<file path="config.mk">
export PLATFORM = sky130hd
export DESIGN_NAME = motor_pwm_driver
export DESIGN_NICKNAME = d
export VERILOG_FILES = /design/src/rtl/motor_pwm_driver.sv
export SDC_FILE = /design/constraint.sdc
export NUM_CORES = 1
export LEC_CHECK = 0
export ABC_AREA = 1
export CAP_MARGIN = 10
export CORE_MARGIN = 5
export CORE_UTILIZATION = 55
export CTS_CLUSTER_DIAMETER = 40
export CTS_CLUSTER_SIZE = 24
export DETAILED_ROUTE_END_ITERATION = 8
export HOLD_SLACK_MARGIN = 0.05
export PLACE_DENSITY = 0.77
export SYNTH_ARGS = -nofsm -noshare
export SYNTH_HDL_FRONTEND = slang
export SYNTH_SLANG_ARGS = --single-unit
</file>
<file path="constraint.sdc">
create_clock -name CLK_IN -period 2.7 [get_ports CLK_IN]
set_input_delay 0.27 -clock CLK_IN [delete_from_list [all_inputs] [get_ports CLK_IN]]
set_output_delay 0.27 -clock CLK_IN [all_outputs]
set_load 0.1 [all_outputs]
</file>
<file path="src/rtl/motor_pwm_driver.sv">
// motor_pwm_driver: dual-channel PWM motor driver for the line follower.
// Uses the divided clock on TICK_IN as a PWM time base (synchronised and
// edge-detected, never used as a clock). Each channel soft-ramps its duty
// and runs a brake / dead-time sequence on direction reversal so the
// H-bridge is never switched while driven.
//
// Ports (top):
//   CLK_IN              system clock, rising edge
//   RST                 asynchronous active-high reset
//   TICK_IN             divided clock, one PWM tick per rising edge
//   ENABLE_IN           motor enable, low forces both channels to IDLE
//   DUTY_L_IN/DUTY_R_IN target duty per channel
//   DIR_L_IN/DIR_R_IN   requested direction per channel (1 = forward)
//   PWM_L_OUT/PWM_R_OUT registered PWM drive
//   DIR_L_OUT/DIR_R_OUT registered applied direction
//   BUSY_OUT            registered, high while a channel is braking or in dead time

// One motor channel: ramp/brake/dead-time FSM plus registered PWM compare.
// Ports:
//   i_clk, i_rst   clock and async active-high reset
//   i_tick         one-cycle PWM tick pulse
//   i_bnd          tick on the last count of the period
//   i_enable       global enable
//   i_duty, i_dir  target duty and requested direction
//   i_cnt_nxt      period counter value after this cycle
//   o_pwm, o_dir   registered drive and applied direction
//   o_busy_nxt_c   next-cycle braking/dead flag (combinational)
module motor_pwm_chan #(
  parameter int unsigned PWM_BITS   = 8,
  parameter int unsigned RAMP_STEP  = 4,
  parameter int unsigned DEAD_TICKS = 16
) (
  input  logic                i_clk,
  input  logic                i_rst,
  input  logic                i_tick,
  input  logic                i_bnd,
  input  logic                i_enable,
  input  logic [PWM_BITS-1:0] i_duty,
  input  logic                i_dir,
  input  logic [PWM_BITS-1:0] i_cnt_nxt,
  output logic                o_pwm,
  output logic                o_dir,
  output logic                o_busy_nxt_c
);

  localparam int unsigned DW = (DEAD_TICKS > 1) ? $clog2(DEAD_TICKS) : 1;
  localparam logic [DW-1:0]       DEAD_LAST = DW'(DEAD_TICKS - 1);
  localparam logic [PWM_BITS-1:0] STEP_W    = PWM_BITS'(RAMP_STEP);

  localparam logic [1:0] ST_IDLE  = 2'd0;
  localparam logic [1:0] ST_RUN   = 2'd1;
  localparam logic [1:0] ST_RDOWN = 2'd2;
  localparam logic [1:0] ST_DEAD  = 2'd3;

  logic [1:0]          r_state, w_state_nxt;
  logic [PWM_BITS-1:0] r_duty, w_duty_nxt;
  logic                r_dir, w_dir_nxt;
  logic [DW-1:0]       r_dead, w_dead_nxt;
  logic                r_pwm, w_pwm_nxt;

  // Move cur toward tgt by at most one ramp step, never overshooting.
  function automatic logic [PWM_BITS-1:0] f_ramp(input logic [PWM_BITS-1:0] cur,
                                                 input logic [PWM_BITS-1:0] tgt);
    logic [PWM_BITS-1:0] diff;
    if (cur < tgt) begin
      diff   = tgt - cur;
      f_ramp = (diff > STEP_W) ? cur + STEP_W : tgt;
    end else begin
      diff   = cur - tgt;
      f_ramp = (diff > STEP_W) ? cur - STEP_W : tgt;
    end
  endfunction

  // Next-state logic; enable low overrides every transition.
  always_comb begin
    w_state_nxt = r_state;
    w_duty_nxt  = r_duty;
    w_dir_nxt   = r_dir;
    w_dead_nxt  = r_dead;
    if (!i_enable) begin
      w_state_nxt = ST_IDLE;
      w_duty_nxt  = '0;
    end else begin
      case (r_state)
        ST_IDLE: begin
          w_duty_nxt  = '0;
          w_state_nxt = ST_RUN;
          w_dir_nxt   = i_dir;
        end
        ST_RUN: begin
          // Ramp uses the pre-transition target even if direction flips now.
          if (i_bnd) w_duty_nxt = f_ramp(r_duty, i_duty);
          if (i_dir != r_dir) w_state_nxt = ST_RDOWN;
        end
        ST_RDOWN: begin
          if (i_bnd) w_duty_nxt = f_ramp(r_duty, '0);
          if (i_dir == r_dir) begin
            w_state_nxt = ST_RUN;
          end else if (i_bnd && (w_duty_nxt == '0)) begin
            w_state_nxt = ST_DEAD;
            w_dead_nxt  = '0;
          end
        end
        ST_DEAD: begin
          w_duty_nxt = '0;
          if (i_tick) begin
            if (r_dead == DEAD_LAST) begin
              w_state_nxt = ST_RUN;
              w_dir_nxt   = i_dir;
              w_dead_nxt  = '0;
            end else begin
              w_dead_nxt = r_dead + DW'(1);
            end
          end
        end
        default: w_state_nxt = ST_IDLE;
      endcase
    end
  end

  // PWM register is fed from next-state values so it always matches
  // the state/duty/counter registers it sits beside.
  assign w_pwm_nxt    = (w_state_nxt == ST_RUN) && (w_duty_nxt > i_cnt_nxt);
  assign o_busy_nxt_c = (w_state_nxt == ST_RDOWN) || (w_state_nxt == ST_DEAD);

  always_ff @(posedge i_clk or posedge i_rst) begin
    if (i_rst) begin
      r_state <= ST_IDLE;
      r_duty  <= '0;
      r_dir   <= 1'b0;
      r_dead  <= '0;
      r_pwm   <= 1'b0;
    end else begin
      r_state <= w_state_nxt;
      r_duty  <= w_duty_nxt;
      r_dir   <= w_dir_nxt;
      r_dead  <= w_dead_nxt;
      r_pwm   <= w_pwm_nxt;
    end
  end

  assign o_pwm = r_pwm;
  assign o_dir = r_dir;

endmodule

module motor_pwm_driver #(
  parameter int unsigned PWM_BITS   = 8,
  parameter int unsigned RAMP_STEP  = 4,
  parameter int unsigned DEAD_TICKS = 16
) (
  input  logic                CLK_IN,
  input  logic                RST,
  input  logic                TICK_IN,
  input  logic                ENABLE_IN,
  input  logic [PWM_BITS-1:0] DUTY_L_IN,
  input  logic                DIR_L_IN,
  input  logic [PWM_BITS-1:0] DUTY_R_IN,
  input  logic                DIR_R_IN,
  output logic                PWM_L_OUT,
  output logic                DIR_L_OUT,
  output logic                PWM_R_OUT,
  output logic                DIR_R_OUT,
  output logic                BUSY_OUT
);

  localparam logic [PWM_BITS-1:0] CNT_MAX = '1;

  logic                r_sync1, r_sync2, r_sync3;
  logic                w_tick, w_bnd;
  logic [PWM_BITS-1:0] r_cnt, w_cnt_nxt;
  logic                w_busy_l, w_busy_r;
  logic                r_busy;

  // r_sync1/r_sync2 resynchronise TICK_IN; r_sync3 is the edge-detect history.
  assign w_tick    = r_sync2 & ~r_sync3;
  assign w_bnd     = w_tick && (r_cnt == CNT_MAX);
  assign w_cnt_nxt = w_tick ? r_cnt + PWM_BITS'(1) : r_cnt;

  // Tick synchroniser and shared period counter.
  always_ff @(posedge CLK_IN or posedge RST) begin
    if (RST) begin
      r_sync1 <= 1'b0;
      r_sync2 <= 1'b0;
      r_sync3 <= 1'b0;
      r_cnt   <= '0;
    end else begin
      r_sync1 <= TICK_IN;
      r_sync2 <= r_sync1;
      r_sync3 <= r_sync2;
      r_cnt   <= w_cnt_nxt;
    end
  end

  motor_pwm_chan #(
    .PWM_BITS  (PWM_BITS),
    .RAMP_STEP (RAMP_STEP),
    .DEAD_TICKS(DEAD_TICKS)
  ) u_chan_l (
    .i_clk       (CLK_IN),
    .i_rst       (RST),
    .i_tick      (w_tick),
    .i_bnd       (w_bnd),
    .i_enable    (ENABLE_IN),
    .i_duty      (DUTY_L_IN),
    .i_dir       (DIR_L_IN),
    .i_cnt_nxt   (w_cnt_nxt),
    .o_pwm       (PWM_L_OUT),
    .o_dir       (DIR_L_OUT),
    .o_busy_nxt_c(w_busy_l)
  );

  motor_pwm_chan #(
    .PWM_BITS  (PWM_BITS),
    .RAMP_STEP (RAMP_STEP),
    .DEAD_TICKS(DEAD_TICKS)
  ) u_chan_r (
    .i_clk       (CLK_IN),
    .i_rst       (RST),
    .i_tick      (w_tick),
    .i_bnd       (w_bnd),
    .i_enable    (ENABLE_IN),
    .i_duty      (DUTY_R_IN),
    .i_dir       (DIR_R_IN),
    .i_cnt_nxt   (w_cnt_nxt),
    .o_pwm       (PWM_R_OUT),
    .o_dir       (DIR_R_OUT),
    .o_busy_nxt_c(w_busy_r)
  );

  // Busy flag registered alongside the channel state registers.
  always_ff @(posedge CLK_IN or posedge RST) begin
    if (RST) r_busy <= 1'b0;
    else     r_busy <= w_busy_l | w_busy_r;
  end

  assign BUSY_OUT = r_busy;

endmodule

</file>
==> results.toml <==
# physical design summary
[power_and_ir_drop]
switching_share_pct = 46.5
p_int_w = 0.00162
powerComb_w = 0.00174
max-vdd-ir-drop_mv = 0.875
p_sw_w = 0.00141
clkPwrFrac_pct = 13.9
p_clk_w = 0.000421

[final_layout]
largestRegisters = "r_cnt (8), u_chan_l.r_duty (8), u_chan_r.r_duty (8)"
regArea_um2 = 1100
fillCellCount = 832
drive_above_1_share_pct = 25.4

[global_route]
top_usage_layer = "met2"
grt_pass1_vias = 5381
overflow = 0

[min_path]
min_from = "r_sync1"
min_to = "r_sync2"

[synthesis]
top_area_cell = "dfrtp_1"
edf_count = 0
synth.avg_cell_area_um2 = 6.32
postSynth.asyncResetShare_pct = 100
simple_gate_share_pct = 42.7
ys_sh_xor_pct = 4.02
synthTopLogicFamily = "simple AND/OR/NAND/NOR gates"

[worst_setup_path]
path_max_fanout = 7
cp_data_arrival_time_ns = 3.42
cp_slowest_stage_delay_ns = 0.42
crit_path_frequent_cell = "nand2_1"
r2r_slack_ns = -0.48
r2r-start = "u_chan_r.r_duty[0]"

[final_timing]
rsz0062_at_grt = "true"
layout_setup_ws_ns = -0.483
relSlewSlack_pct = 40.4
finalSetupViolations = 2
hold_viol = 0

[floorplan]
dieArea_um2 = 12000
io_pins = 27
die_width_um = 109
core_area_um2 = 9730

[routing]
first_iter_violations = 364
wl_met3_um = 689

[status]
outcome = "complete, but fails checks"
violations = "setup timing"
stage by stage:
step	utilization [%]	setup slack, ns	area (um2)	hold WS [ns]	total power, W
6_report	71.9	-0.483	7000	0.361	0.00303
5_1_grt	71.9	-0.744	7000	0.396	0.00329
4_1_cts	70.7	-0.485	6880	0.365	0.00299
3_5_place_dp	66.7	-0.959	6490	0.338	0.00249
3_3_place_gp	66.7	-0.916	6490	0.335	0.00245
2_1_floorplan	-	-0.216	5490	0.301	0.00200
layout make-up:
cell class / count / share of cell area, %
repair buffers: 121 / 13.9
well taps: 133 / 2.38
flip-flops and latches: 44 / 15.8
clock inverters: 1 / 0.107
inverters: 149 / 8.07
multi-input cells: 660 / 58.6
clock buffers: 7 / 1.23
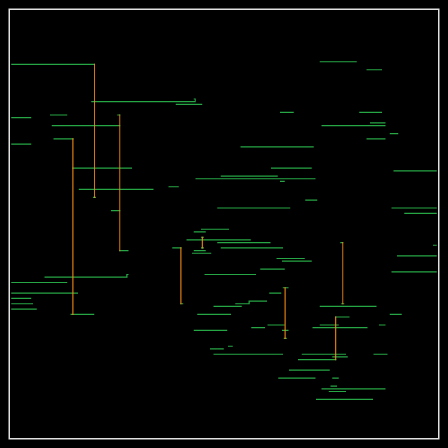
(metal layers overlaid)
Two of the layers only.
legend:
  orange:
    layer: M4
    wire_length: 170 um
  green:
    layer: M3
    wire_length: 690 um
drt total wl: 14.2 mm
WL per Instance: 12.7 um

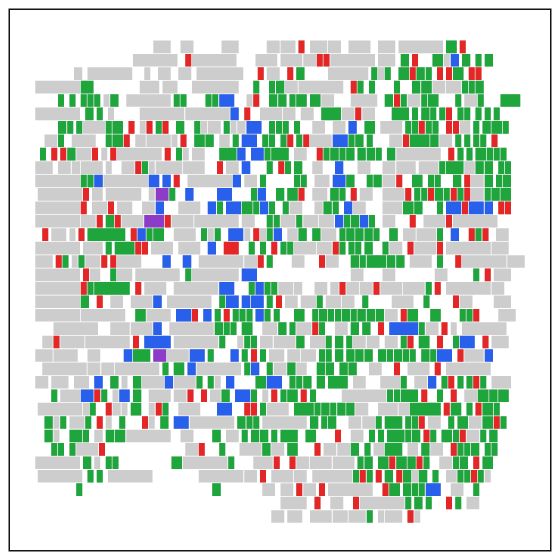
(gate families picked out)
legend:
  red:
    family: inv cells
    cells: 149
    where: all over the die
  green:
    family: nand cells
    cells: 433
    where: all over the die
  blue:
    family: aoi and oai cells
    cells: 68
  purple:
    family: non-inverting ao/oa cells
    cells: 3
Top cell excl fill/tap: nand2_1
fin cells: 1115

Power figures rest on the tool's default switching activity, not on a simulated workload.
